--- src/rtl/otter_cu_seq_pkg.sv ---
// rtl/otter_cu_seq_pkg.sv - shared defines for the OTTER control sequencer
//
// Purpose: state encodings, RV32I opcode and funct3 constants, and
// instruction field extractors used by otter_cu_seq.
// Ports: none (package).
package otter_cu_seq_pkg;

  typedef enum logic [2:0] {
    ST_INIT   = 3'd0,
    ST_FETCH  = 3'd1,
    ST_EXEC   = 3'd2,
    ST_MEM    = 3'd3,
    ST_WR_BK  = 3'd4,
    ST_INTRPT = 3'd5,
    ST_TRAP   = 3'd6
  } state_t;

  localparam logic [6:0] OPC_LOAD   = 7'b0000011;
  localparam logic [6:0] OPC_STORE  = 7'b0100011;
  localparam logic [6:0] OPC_OP     = 7'b0110011;
  localparam logic [6:0] OPC_OP_IMM = 7'b0010011;
  localparam logic [6:0] OPC_JAL    = 7'b1101111;
  localparam logic [6:0] OPC_JALR   = 7'b1100111;
  localparam logic [6:0] OPC_LUI    = 7'b0110111;
  localparam logic [6:0] OPC_AUIPC  = 7'b0010111;
  localparam logic [6:0] OPC_BRANCH = 7'b1100011;
  localparam logic [6:0] OPC_SYSTEM = 7'b1110011;

  // SYSTEM funct3 values: 000 is ECALL/EBREAK/MRET (no CSR write), 100 is unused.
  localparam logic [2:0] F3_PRIV   = 3'b000;
  localparam logic [2:0] F3_CSRRW  = 3'b001;
  localparam logic [2:0] F3_CSRRS  = 3'b010;
  localparam logic [2:0] F3_CSRRC  = 3'b011;
  localparam logic [2:0] F3_CSRRWI = 3'b101;
  localparam logic [2:0] F3_CSRRSI = 3'b110;
  localparam logic [2:0] F3_CSRRCI = 3'b111;

  function automatic logic [6:0] instrn_opcode(input logic [31:0] ins);
    return ins[6:0];
  endfunction

  function automatic logic [2:0] instrn_funct3(input logic [31:0] ins);
    return ins[14:12];
  endfunction

  function automatic logic is_csr_funct3(input logic [2:0] f3);
    return (f3 == F3_CSRRW)  || (f3 == F3_CSRRS)  || (f3 == F3_CSRRC) ||
           (f3 == F3_CSRRWI) || (f3 == F3_CSRRSI) || (f3 == F3_CSRRCI);
  endfunction

endpackage

--- src/rtl/otter_irq_pend.sv ---
// rtl/otter_irq_pend.sv - interrupt edge detect, pending latches and priority select
//
// Purpose: latches rising edges of each request line into a pending bit,
// reports the lowest-index pending bit, and clears one bit by index.
// Ports:
//   clk, rst      - clock, synchronous active-high reset
//   intrpt_req    - request levels, a 0->1 edge raises a request
//   clr_vld       - clear the pending bit selected by clr_id this edge
//   clr_id        - index of the bit to clear
//   pending_any   - at least one pending bit is set
//   pend_id       - lowest-index pending bit (0 when none)
module otter_irq_pend #(
  parameter int NUM_IRQ = 4,
  parameter int IRQ_W   = (NUM_IRQ > 1) ? $clog2(NUM_IRQ) : 1
) (
  input  logic               clk,
  input  logic               rst,
  input  logic [NUM_IRQ-1:0] intrpt_req,
  input  logic               clr_vld,
  input  logic [IRQ_W-1:0]   clr_id,
  output logic               pending_any,
  output logic [IRQ_W-1:0]   pend_id
);

  logic [NUM_IRQ-1:0] req_q;
  logic [NUM_IRQ-1:0] pending;
  logic [NUM_IRQ-1:0] rise;
  logic [NUM_IRQ-1:0] clr_mask;

  assign rise     = intrpt_req & ~req_q;
  assign clr_mask = clr_vld ? (NUM_IRQ'(1) << clr_id) : '0;

  // A new edge on the bit being cleared keeps it pending.
  always_ff @(posedge clk) begin
    if (rst) begin
      req_q   <= '0;
      pending <= '0;
    end else begin
      req_q   <= intrpt_req;
      pending <= (pending & ~clr_mask) | rise;
    end
  end

  assign pending_any = |pending;

  // Scan downwards so the lowest set index is the last one written.
  always_comb begin
    pend_id = '0;
    for (int i = NUM_IRQ - 1; i >= 0; i--) begin
      if (pending[i]) pend_id = IRQ_W'(i);
    end
  end

endmodule

--- src/rtl/otter_cu_seq.sv ---
// rtl/otter_cu_seq.sv - multi-cycle OTTER control sequencer with memory waits and interrupts
//
// Purpose: drives datapath enables for each instruction phase, waits on
// variable-latency memory acks with a bus timeout, and enters interrupts
// between instructions.
// Ports:
//   clk, rst                 - clock, synchronous active-high reset
//   instrn                   - current instruction (stable EXEC..next FETCH)
//   imem_ack, dmem_ack       - memory handshake completions
//   intrpt_req, intrpt_en    - interrupt request lines, global enable
//   pc_w_en, rfile_w_en      - PC and register file writes
//   imem_r_en                - instruction fetch request
//   dmem_r_en, dmem_w_en     - data read/write requests
//   csr_we                   - CSR write
//   intrpt_taken, intrpt_id  - interrupt entry cycle and its index
//   bus_err                  - bus timeout, held until reset
module otter_cu_seq
  import otter_cu_seq_pkg::*;
#(
  parameter int NUM_IRQ  = 4,
  parameter int MAX_WAIT = 16,
  parameter int IRQ_W    = (NUM_IRQ > 1) ? $clog2(NUM_IRQ) : 1
) (
  input  logic               clk,
  input  logic               rst,
  input  logic [31:0]        instrn,
  input  logic               imem_ack,
  input  logic               dmem_ack,
  input  logic [NUM_IRQ-1:0] intrpt_req,
  input  logic               intrpt_en,
  output logic               pc_w_en,
  output logic               rfile_w_en,
  output logic               imem_r_en,
  output logic               dmem_r_en,
  output logic               dmem_w_en,
  output logic               csr_we,
  output logic               intrpt_taken,
  output logic [IRQ_W-1:0]   intrpt_id,
  output logic               bus_err
);

  localparam int CNT_W = (MAX_WAIT > 1) ? $clog2(MAX_WAIT) : 1;
  localparam logic [CNT_W-1:0] WAIT_LAST = CNT_W'((MAX_WAIT > 0) ? MAX_WAIT - 1 : 0);

  state_t           state, state_nxt;
  logic [CNT_W-1:0] wait_cnt;
  logic             cnt_inc;
  logic             wait_last;
  logic             pending_any;
  logic [IRQ_W-1:0] pend_id;
  logic             clr_vld;
  logic [6:0]       opc;
  logic [2:0]       f3;
  logic             is_load, is_store;
  state_t           done_state;
  logic             instrn_unused;

  assign opc           = instrn_opcode(instrn);
  assign f3            = instrn_funct3(instrn);
  assign is_load       = (opc == OPC_LOAD);
  assign is_store      = (opc == OPC_STORE);
  assign instrn_unused = ^{instrn[31:15], instrn[11:7]};

  assign wait_last  = (MAX_WAIT != 0) && (wait_cnt == WAIT_LAST);
  assign done_state = (intrpt_en && pending_any) ? ST_INTRPT : ST_FETCH;

  otter_irq_pend #(
    .NUM_IRQ (NUM_IRQ),
    .IRQ_W   (IRQ_W)
  ) u_irq_pend (
    .clk         (clk),
    .rst         (rst),
    .intrpt_req  (intrpt_req),
    .clr_vld     (clr_vld),
    .clr_id      (pend_id),
    .pending_any (pending_any),
    .pend_id     (pend_id)
  );

  always_ff @(posedge clk) begin
    if (rst) begin
      state    <= ST_INIT;
      wait_cnt <= '0;
    end else begin
      state <= state_nxt;
      if (state_nxt != state) wait_cnt <= '0;
      else if (cnt_inc)       wait_cnt <= wait_cnt + 1'b1;
    end
  end

  always_comb begin
    state_nxt    = state;
    pc_w_en      = 1'b0;
    rfile_w_en   = 1'b0;
    imem_r_en    = 1'b0;
    dmem_r_en    = 1'b0;
    dmem_w_en    = 1'b0;
    csr_we       = 1'b0;
    intrpt_taken = 1'b0;
    intrpt_id    = '0;
    bus_err      = 1'b0;
    clr_vld      = 1'b0;
    cnt_inc      = 1'b0;

    case (state)
      ST_INIT: state_nxt = ST_FETCH;

      ST_FETCH: begin
        imem_r_en = 1'b1;
        if (imem_ack) begin
          state_nxt = ST_EXEC;
        end else begin
          cnt_inc = 1'b1;
          if (wait_last) state_nxt = ST_TRAP;
        end
      end

      ST_EXEC: begin
        if (is_load) begin
          dmem_r_en = 1'b1;
          state_nxt = ST_MEM;
        end else if (is_store) begin
          dmem_w_en = 1'b1;
          state_nxt = ST_MEM;
        end else begin
          pc_w_en = 1'b1;
          case (opc)
            OPC_OP, OPC_OP_IMM, OPC_JAL, OPC_JALR, OPC_LUI, OPC_AUIPC:
              rfile_w_en = 1'b1;
            OPC_SYSTEM: begin
              if (is_csr_funct3(f3)) begin
                csr_we     = 1'b1;
                rfile_w_en = 1'b1;
              end
            end
            default: ;
          endcase
          state_nxt = done_state;
        end
      end

      // instrn is still the load/store that entered MEM.
      ST_MEM: begin
        dmem_r_en = is_load;
        dmem_w_en = is_store;
        if (dmem_ack) begin
          if (is_load) begin
            state_nxt = ST_WR_BK;
          end else begin
            pc_w_en   = 1'b1;
            state_nxt = done_state;
          end
        end else begin
          cnt_inc = 1'b1;
          if (wait_last) state_nxt = ST_TRAP;
        end
      end

      ST_WR_BK: begin
        rfile_w_en = 1'b1;
        pc_w_en    = 1'b1;
        state_nxt  = done_state;
      end

      ST_INTRPT: begin
        intrpt_taken = 1'b1;
        pc_w_en      = 1'b1;
        intrpt_id    = pend_id;
        clr_vld      = 1'b1;
        state_nxt    = ST_FETCH;
      end

      ST_TRAP: bus_err = 1'b1;

      default: state_nxt = ST_INIT;
    endcase
  end

endmodule

--- config.mk ---
export PLATFORM = sky130hd
export DESIGN_NAME = otter_cu_seq
export DESIGN_NICKNAME = d
export VERILOG_FILES = /design/src/rtl/otter_cu_seq_pkg.sv /design/src/rtl/otter_irq_pend.sv /design/src/rtl/otter_cu_seq.sv
export SDC_FILE = /design/constraint.sdc
export NUM_CORES = 1
export LEC_CHECK = 0
export ABC_AREA = 1
export CAP_MARGIN = 25
export CORE_MARGIN = 1.5
export CORE_UTILIZATION = 40
export DETAILED_ROUTE_END_ITERATION = 10
export GPL_TIMING_DRIVEN = 0
export PLACE_DENSITY = 0.89
export SYNTH_ARGS = -nofsm -noshare
export SYNTH_HDL_FRONTEND = slang
export SYNTH_HIERARCHICAL = 1
export SYNTH_SLANG_ARGS = --single-unit
export TNS_END_PERCENT = 30
--- constraint.sdc ---
create_clock -name clk -period 1.7 [get_ports clk]
set_input_delay 0.425 -clock clk [delete_from_list [all_inputs] [get_ports clk]]
set_output_delay 0.425 -clock clk [all_outputs]
set_load 0.01 [all_outputs]
Fig. 1: run 1, clock routing
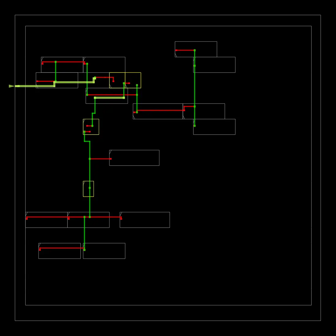
Worst-Skew Late Latency: 0.27 ns
clock sink total: 15
CLK BUF: 3

Fig. 2: run 1, wiring by layer
Scale bar: 20 µm. Two of the layers only.
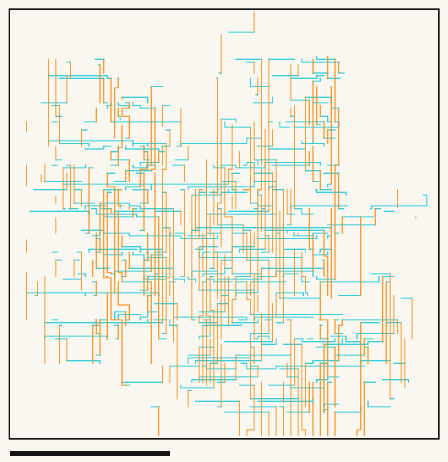
metal 1: drawn in cyan, wire length 1,010 µm. metal 2: drawn in orange, wire length 1,320 µm.

==> flow_summary.yaml, run 1 <==
# generated from flow reports
status:
  status: "finished with violations"
  violations: "setup timing"
setup_path:
  rr_worst_depth: 9
  cp_slowest_cell: "clkdlybuf4s50_1"
  crit_buf_inv: 2
  endpoint: "pc_w_en"
  r2r_start: "wait_cnt[0]"
  path_depth: 4
  startpoint: "dmem_ack"
  slowest_delay_ns: 0.52
grt:
  gr-usage-met3_pct: 3.06
  overflow: 0
  grt_use_met1_pct: 19.7
  grtUsageTotal_pct: 18.5
  top_usage_layer: "met2"
  grt_pass1_wl_um: 3970
layout:
  utilization_pct: 60.3
  area_delta_synth_final_pct: 44.4
  ff_count: 15
  nNonClkInverters: 41
  combGateArea_um2: 653
  sh_seq_area_pct: 21.0
  nNonClkBuffers: 39
  final_layout_top_logic_cell: "inv_1"
  antenna_cells: 0
  seqCellArea_um2: 312
  largestClassByArea: "multi-input combinational cells"
  clk_share_pct: 1.86
  comb_share_pct: 44.1
cts:
  cts_tree: "yes"
  cts_buffers: 3
  htree_levels: 1
  clkTransAtPathRegs_ns: 0.08
final_timing:
  min_period_ns: 1.71
  setup_viol: 3
  setup_tns_ns: -0.0205
  slew_headroom_pct: 85.2
  clock_skew_ns: 0.00213
  hold_viol_final: 0
  fmax_mhz: 586
  fin_ws_ns: -0.00748
job:
  warnings: 51
  max_cap_viol_count: 0
synthesis:
  ff_type: "dfxtp_1"
  top_area_cell: "dfxtp_1"
  top_area_share_pct: 29.3
  synth_seq_share_pct: 29.3
  ys_async_sr_fraction_pct: 0
  ys_ff: 15
  syn_area_um2: 1020
  ys_types: 23
  common_cells: "inv_1 (41), nand2_1 (40), nor2_1 (26)"
  area_leaders: "dfxtp_1 (29%), inv_1 (15%), nand2_1 (15%)"
  syn_area_per_cell_um2: 6.14
  synth_top_cell_by_count: "inv_1"
detailed_routing:
  final_antenna_net_count: 0
  route.met2.wl_um: 1320
  drc_errors: 0
  firstDrtPassIters: 4
  via_per_inst: 4.66
  wl_per_cell_um: 10.0
  detailedRoute.firstIterationViolations: 15
  wl_met1_um: 1010
  highest_layer: "met3"
  met3_length_um: 63
pwr:
  switchingPower_uw: 244
  p_int_uw: 554
  powerDensity_nw_per_um2: 539
  pwr-share-seq_pct: 48.5
  top_power_group: "registers"
  combPwrFrac_pct: 27.1
  powerComb_uw: 216
  p_leak_uw: 0.000767
  clockPowerShare_pct: 24.4
floorplan:
  die_h_um: 53.6
  tapCellCount: 30
  fp-utilization_pct: 41.7
  chip_area_um2: 2870
hold_path:
  hold_path_depth: 3
  holdPathEnd: "u_irq_pend/pending[1]"
  holdCritStartpoint: "u_irq_pend/req_q[1]"
  hold_path.class: "register to register"
placed_design:
  place_congestion: 0.870
  dpl_worst_slack_ns: -0.780
  port_buffers: 27
  place_inst: 224
Fig. 3: run 1, signal wires on met2
Scale bar: 20 µm.
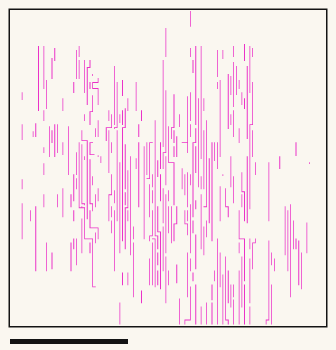
The layer holds 55% of the routed length. The longest straight run is 19.6 µm.
GR met2 Demand/Resource: 35.8%
DR vias: 1,113
Detailed Route WL: 2400 µm

## run 1: worst min-delay path, cell delays in order, from the launching register on
cell and delay, ns:
dfxtp_1 0.31, inv_1 0.04, nand2_1 0.04, nand2_1 0.05
## run 1: registers in the layout, summed over array words and instances (netlist names)
name	count
state	3
u_irq_pend/pending	4
u_irq_pend/req_q	4
wait_cnt	4
## run 1: kinds of logic after synthesis
logic type / after synthesis / synth area share (%)
and+or+nand+nor: 96 / 44.3
xor gates and xnor gates: 3 / 2.56
muxes: 1 / 1.10
adders and majority gates: 1 / 1.22
AOI/OAI and AO/OA: 9 / 5.37
DFF: 15 / 29.3
buffers and inverters: 42 / 16.1
## run 1: what timing repair did
item,in CTS,in global routing
pin swaps,16,8
hold buffers,0,0
buffers inserted,8,3
resized,85,17
setup endpoints to repair,10,9
==> run 1 -> run 2 <==
--- a/config.mk
+++ b/config.mk
@@ -11,6 +11,7 @@
 export CORE_UTILIZATION = 40
 export DETAILED_ROUTE_END_ITERATION = 10
 export GPL_TIMING_DRIVEN = 0
+export HOLD_SLACK_MARGIN = 0.1
 export PLACE_DENSITY = 0.89
 export SYNTH_ARGS = -nofsm -noshare
 export SYNTH_HDL_FRONTEND = slang
==> flow_summary.yaml, run 2 <==
# generated from flow reports
layout:
  final_layout_top_logic_cell: "inv_1"
  combGateArea_um2: 653
  largestClassByArea: "multi-input combinational cells"
  utilization_pct: 60.3
  sh_seq_area_pct: 21.0
  comb_share_pct: 44.1
  buf_share_pct: 19.7
  area_delta_synth_final_pct: 44.4
  ff_count: 15
  seqCellArea_um2: 312
  clk_share_pct: 1.86
  nNonClkInverters: 41
  nNonClkBuffers: 39
  clkbuf_count: 3
cts:
  cts_tree: "yes"
  cts_buffers: 3
  clkTransAtPathRegs_ns: 0.08
  htree_levels: 1
  cts_hold_buf: 0
  cts.sinks: 15
  clk_latency_ns: 0.27
final_timing:
  setup_viol: 3
  min_period_ns: 1.71
  slew_headroom_pct: 85.2
  clock_skew_ns: 0.00213
  hold_viol_final: 0
  setup_tns_ns: -0.0205
  fmax_mhz: 586
  fin_ws_ns: -0.00748
detailed_routing:
  via_per_inst: 4.66
  drc_errors: 0
  routed_wl_um: 2400
  final_antenna_net_count: 0
  firstDrtPassIters: 4
pwr:
  pwr-share-seq_pct: 48.5
  clockPowerShare_pct: 24.4
  p_int_uw: 554
  powerDensity_nw_per_um2: 539
  switchingPower_uw: 244
  p_leak_uw: 0.000767
  sw_frac_of_total_pct: 30.6
  combPwrFrac_pct: 27.1
placed_design:
  hpwl_um: 1680
  place_congestion: 0.870
  dpl_worst_slack_ns: -0.780
synthesis:
  area_leaders: "dfxtp_1 (29%), inv_1 (15%), nand2_1 (15%)"
  top_logic_kind: "simple AND/OR/NAND/NOR gates"
  top_area_share_pct: 29.3
  top_area_cell: "dfxtp_1"
  ff_type: "dfxtp_1"
  synth_seq_share_pct: 29.3
  ys_async_sr_fraction_pct: 0
  ys_ff: 15
  syn_area_per_cell_um2: 6.14
  synth_top_cell_by_count: "inv_1"
  common_cells: "inv_1 (41), nand2_1 (40), nor2_1 (26)"
  syn_area_um2: 1020
  yosys.area_share.adder_pct: 1.22
  xor_share_pct: 2.56
status:
  status: "finished with violations"
  violations: "setup timing"
grt:
  grt_use_met1_pct: 19.7
  overflow: 0
  top_usage_layer: "met2"
  grt_pass1_wl_um: 3970
  met2_usage_pct: 35.8
floorplan:
  fp-utilization_pct: 41.7
  chip_area_um2: 2870
  tapCellCount: 30
hold_path:
  hold_path.class: "register to register"
  holdCritStartpoint: "u_irq_pend/req_q[1]"
  holdPathEnd: "u_irq_pend/pending[1]"
setup_path:
  r2r_start: "wait_cnt[0]"
  slowest_delay_ns: 0.52
  path_depth: 4
  rr_worst_depth: 9
  endpoint: "pc_w_en"
  cp_slowest_cell: "clkdlybuf4s50_1"
  crit_buf_inv: 2
job:
  max_cap_viol_count: 0
-- run 2: cell counts in the layout (fill, tap and decap cells not counted) --
No cell type changed its count.
-- run 2: what timing repair did --
item / 4_1_cts / 5_1_grt
gates resized: 85 / 17
pin swaps: 16 / 8
setup endpoints to repair: 10 / 9
setup buffers: 8 / 3
-- run 2: per-layer routing --
metal | share of wire [%] | vias up
met3 | 2.6 | 0
met4 | 0 | 0
met1 | 42 | 506
met5 | 0 | -
li1 | - | 586
met2 | 55 | 21
-- run 2: power by group through the flow --
stage	registers [µW]	clock network, µW	logic (µW)
final	387	194	216
after global routing	389	220	243
after CTS	387	203	206
after detailed placement	392	0	188
after global placement	391	0	184
after floorplan	389	0	118
Fig. 4: run 2, wiring by layer
Scale bar: 20 µm. Two of the layers only.
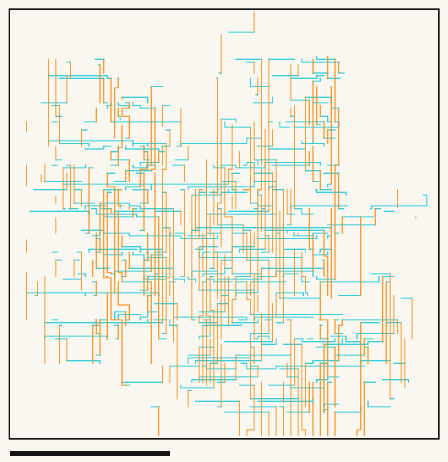
metal 2: drawn in orange, wire length 1,320 µm. metal 1: drawn in cyan, wire length 1,010 µm.
Avg WL per Cell: 10.0 µm
GRT Util Overall: 18.5%

Fig. 5: run 2, met3 routing
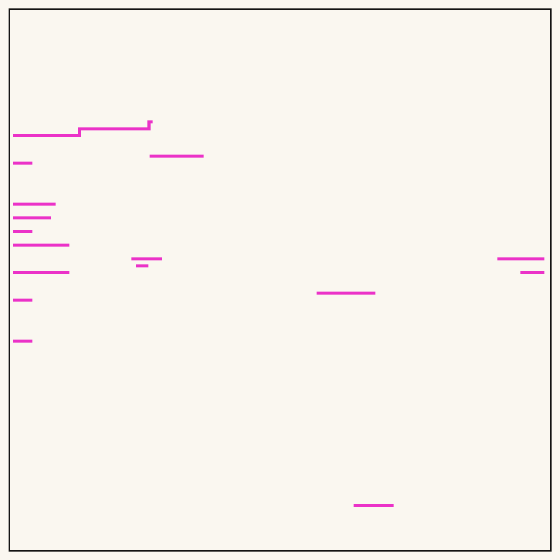
The layer holds 2.7% of the routed length. The wires run mostly horizontal.
M3 GR Usage: 3.06%

Fig. 6: run 2, supply network
Scale bar: 20 µm. Pins as bars on the die edge.
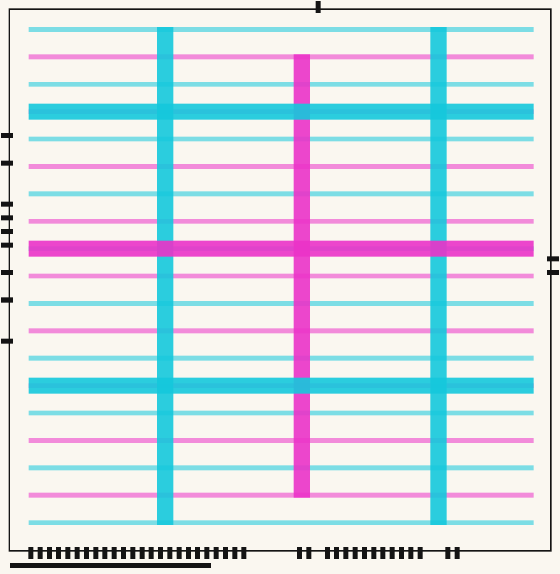
VSS: drawn in cyan. VDD: drawn in magenta.
The core has 18 rows. 19 met1 rails follow the rows.
core area: 2450 µm²
Die X: 53.6 µm
Die Y: 53.6 µm

==> run 2 -> run 3 <==
--- a/config.mk
+++ b/config.mk
@@ -7,7 +7,7 @@
 export LEC_CHECK = 0
 export ABC_AREA = 1
 export CAP_MARGIN = 25
-export CORE_MARGIN = 1.5
+export CORE_MARGIN = 2
 export CORE_UTILIZATION = 40
 export DETAILED_ROUTE_END_ITERATION = 10
 export GPL_TIMING_DRIVEN = 0
Fig. 7: run 3, supply network
Scale bar: 20 µm. Pins as bars on the die edge.
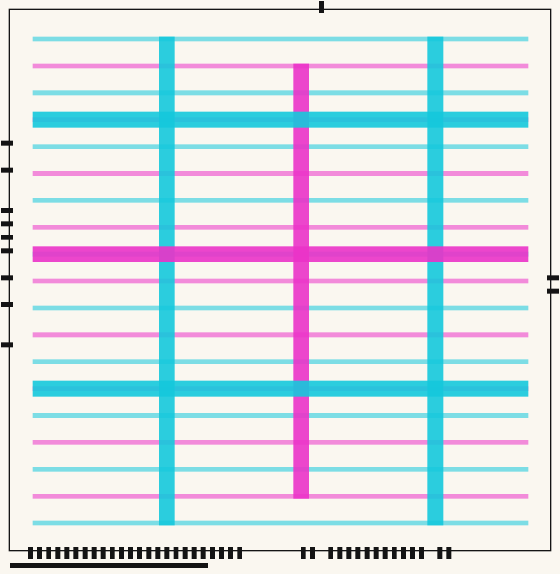
VSS: drawn in cyan. VDD: drawn in magenta.
19 met1 rails follow the rows. 51 signal pins sit on the boundary. 3 straps on met5. 3 straps on met4.
Die X: 54.6 µm
Max IR drop VDD: 0.000500 V
Die Y: 54.6 µm

Fig. 8: run 3, wiring by layer
Scale bar: 20 µm. Two of the layers only.
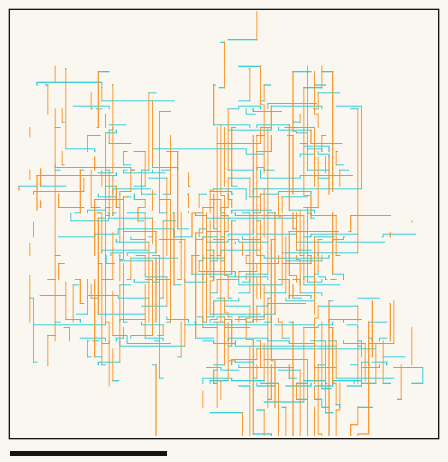
metal 2: drawn in orange, wire length 1,430 µm. metal 1: drawn in cyan, wire length 1,010 µm.
Avg WL per Cell: 10.7 µm
Detailed Route WL: 2550 µm
GRT Util Overall: 17.9%

Fig. 9: run 3, met3 routing
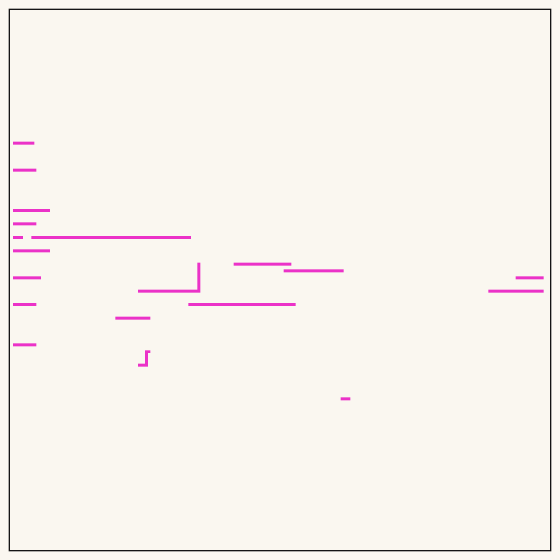
The longest straight run is 15.9 µm. The wires run mostly horizontal. 17 nets have wire on it.
M3 GR Usage: 2.73%
DR vias: 1,115

==> flow_summary.yaml, run 3 <==
# generated from flow reports
status:
  status: "finished with violations"
  violations: "setup timing"
floorplan:
  fp-utilization_pct: 41.7
  tapCellCount: 30
  chip_area_um2: 2980
  core_area_um2: 2450
final_timing:
  clock_skew_ns: 0.00163
  slew_viol_final: 0
  min_period_ns: 1.74
  setup_viol: 3
  fmax_mhz: 573
  hold_viol_final: 0
  fin_ws_ns: -0.0438
  slew_headroom_pct: 85.5
  setup_tns_ns: -0.0958
  whs_ns: 0.458
layout:
  clk_share_pct: 1.83
  ff_count: 15
  drive_gt1_share_pct: 34.9
  utilization_pct: 61.4
  antenna_cells: 0
  nNonClkBuffers: 39
  buf_share_pct: 20.6
  comb_share_pct: 44.0
  final_layout_top_logic_cell: "inv_1"
  layout_top_cells: "inv_1 (34), nand2_1 (32), nor2_1 (21)"
  nNonClkInverters: 41
  seqCellArea_um2: 312
  comb_cells: 110
  sh_seq_area_pct: 20.7
  clkbuf_count: 3
  largestClassByArea: "multi-input combinational cells"
  combGateArea_um2: 663
  final_cells: 239
  nets: 252
  top_regs: "u_irq_pend/pending (4), u_irq_pend/req_q (4), wait_cnt (4)"
  area_delta_synth_final_pct: 47.0
cts:
  cts.sinks: 15
  clk_latency_ns: 0.28
  cts_hold_buf: 0
  cts_tree: "yes"
  max-clock-path-buffers: 2
  cts_buffers: 3
  cts_setup_buffers: 5
  clkTransAtPathRegs_ns: 0.09
  htree_levels: 1
  cts_root_buf: "clkbuf_4"
  ctsResizeCount: 74
job:
  max_cap_viol_count: 0
  warnings: 51
synthesis:
  top_area_share_pct: 29.3
  xor_share_pct: 2.56
  simple_gate_share_pct: 44.3
  synth-area-yosys_um2: 1020
  top_logic_kind: "simple AND/OR/NAND/NOR gates"
  synth_top_cell_by_count: "inv_1"
  yosys.area_share.adder_pct: 1.22
  synth.mux.area_fraction_pct: 1.10
  synth_warnings: 6
  yosys.area_share.aoi_pct: 5.37
  common_cells: "inv_1 (41), nand2_1 (40), nor2_1 (26)"
  synth-edff-count: 0
  synth_seq_share_pct: 29.3
  syn_area_per_cell_um2: 6.14
  ff_type: "dfxtp_1"
  ys_async_sr_fraction_pct: 0
  top_area_cell: "dfxtp_1"
  yosys-stat-cells: 167
  ys_types: 23
  area_leaders: "dfxtp_1 (29%), inv_1 (15%), nand2_1 (15%)"
  ys_ff: 15
  postSynthCellCount: 167
  syn_area_um2: 1020
pwr:
  p_leak_uw: 0.000768
  pg_seq_uw: 388
  sw_frac_of_total_pct: 31.6
  top_power_group: "registers"
  powerComb_uw: 218
  power_clock_uw: 204
  combPwrFrac_pct: 26.9
  clockPowerShare_pct: 25.1
  switchingPower_uw: 256
  pwr-share-seq_pct: 47.9
  powerDensity_nw_per_um2: 538
  finalPower_uw: 810
  p_int_uw: 554
detailed_routing:
  detailedRoute.firstIterationViolations: 26
  via_per_inst: 4.67
  firstDrtPassIters: 4
  route.met2.wl_um: 1430
  wl_met1_um: 1010
  highest_layer: "met4"
  final_antenna_net_count: 0
  drc_errors: 0
  met3_length_um: 80
setup_path:
  r2r_start: "wait_cnt[0]"
  reg2reg_slack_ns: 0.24
  rr_worst_depth: 9
  crit_path_max_fanout: 3
  endpoint: "pc_w_en"
  startpoint: "dmem_ack"
grt:
  grt_pass1_wl_um: 3840
  grt_use_met1_pct: 18.2
  met2_usage_pct: 34.7
  top_usage_layer: "met2"
  overflow: 0
  grt_max_degree: 10
placed_design:
  dpl_worst_slack_ns: -0.802
  dpl_cell_area_um2: 1330
  hpwl_um: 1720
  place_inst: 224
  port_buffers: 27
  place_congestion: 0.851
hold_path:
  hold_path_depth: 3
  holdCritStartpoint: "u_irq_pend/req_q[2]"
  holdPathEnd: "u_irq_pend/pending[2]"
  hold_path.class: "register to register"
[run 3: netlist changes by cell type in the layout (fill, tap and decap cells not counted)]
cell and delta:
a21oi_2 -1, a21oi_4 +1, buf_2 -4, clkdlybuf4s15_1 +5
clkdlybuf4s15_2 -1, inv_1 -2, inv_2 +3, inv_4 -1
nand2_1 -1, nand2_2 +1, o21ai_0 -1, o21ai_1 +1
[run 3: cell families after synthesis]
kind of cell / after synthesis
muxes: 1
buffers and inverters: 42
AOI/OAI and AO/OA: 9
DFF: 15
adders and majority gates: 1
and+or+nand+nor: 96
xor gates and xnor gates: 3
[run 3: worst max-delay path, stage by stage]
cell and delay (ns):
clkdlybuf4s50_1 0.52, nand3_2 0.11, o211ai_1 0.09, buf_2 0.16
No activity file was given, so power comes from the tool's default toggle rates.
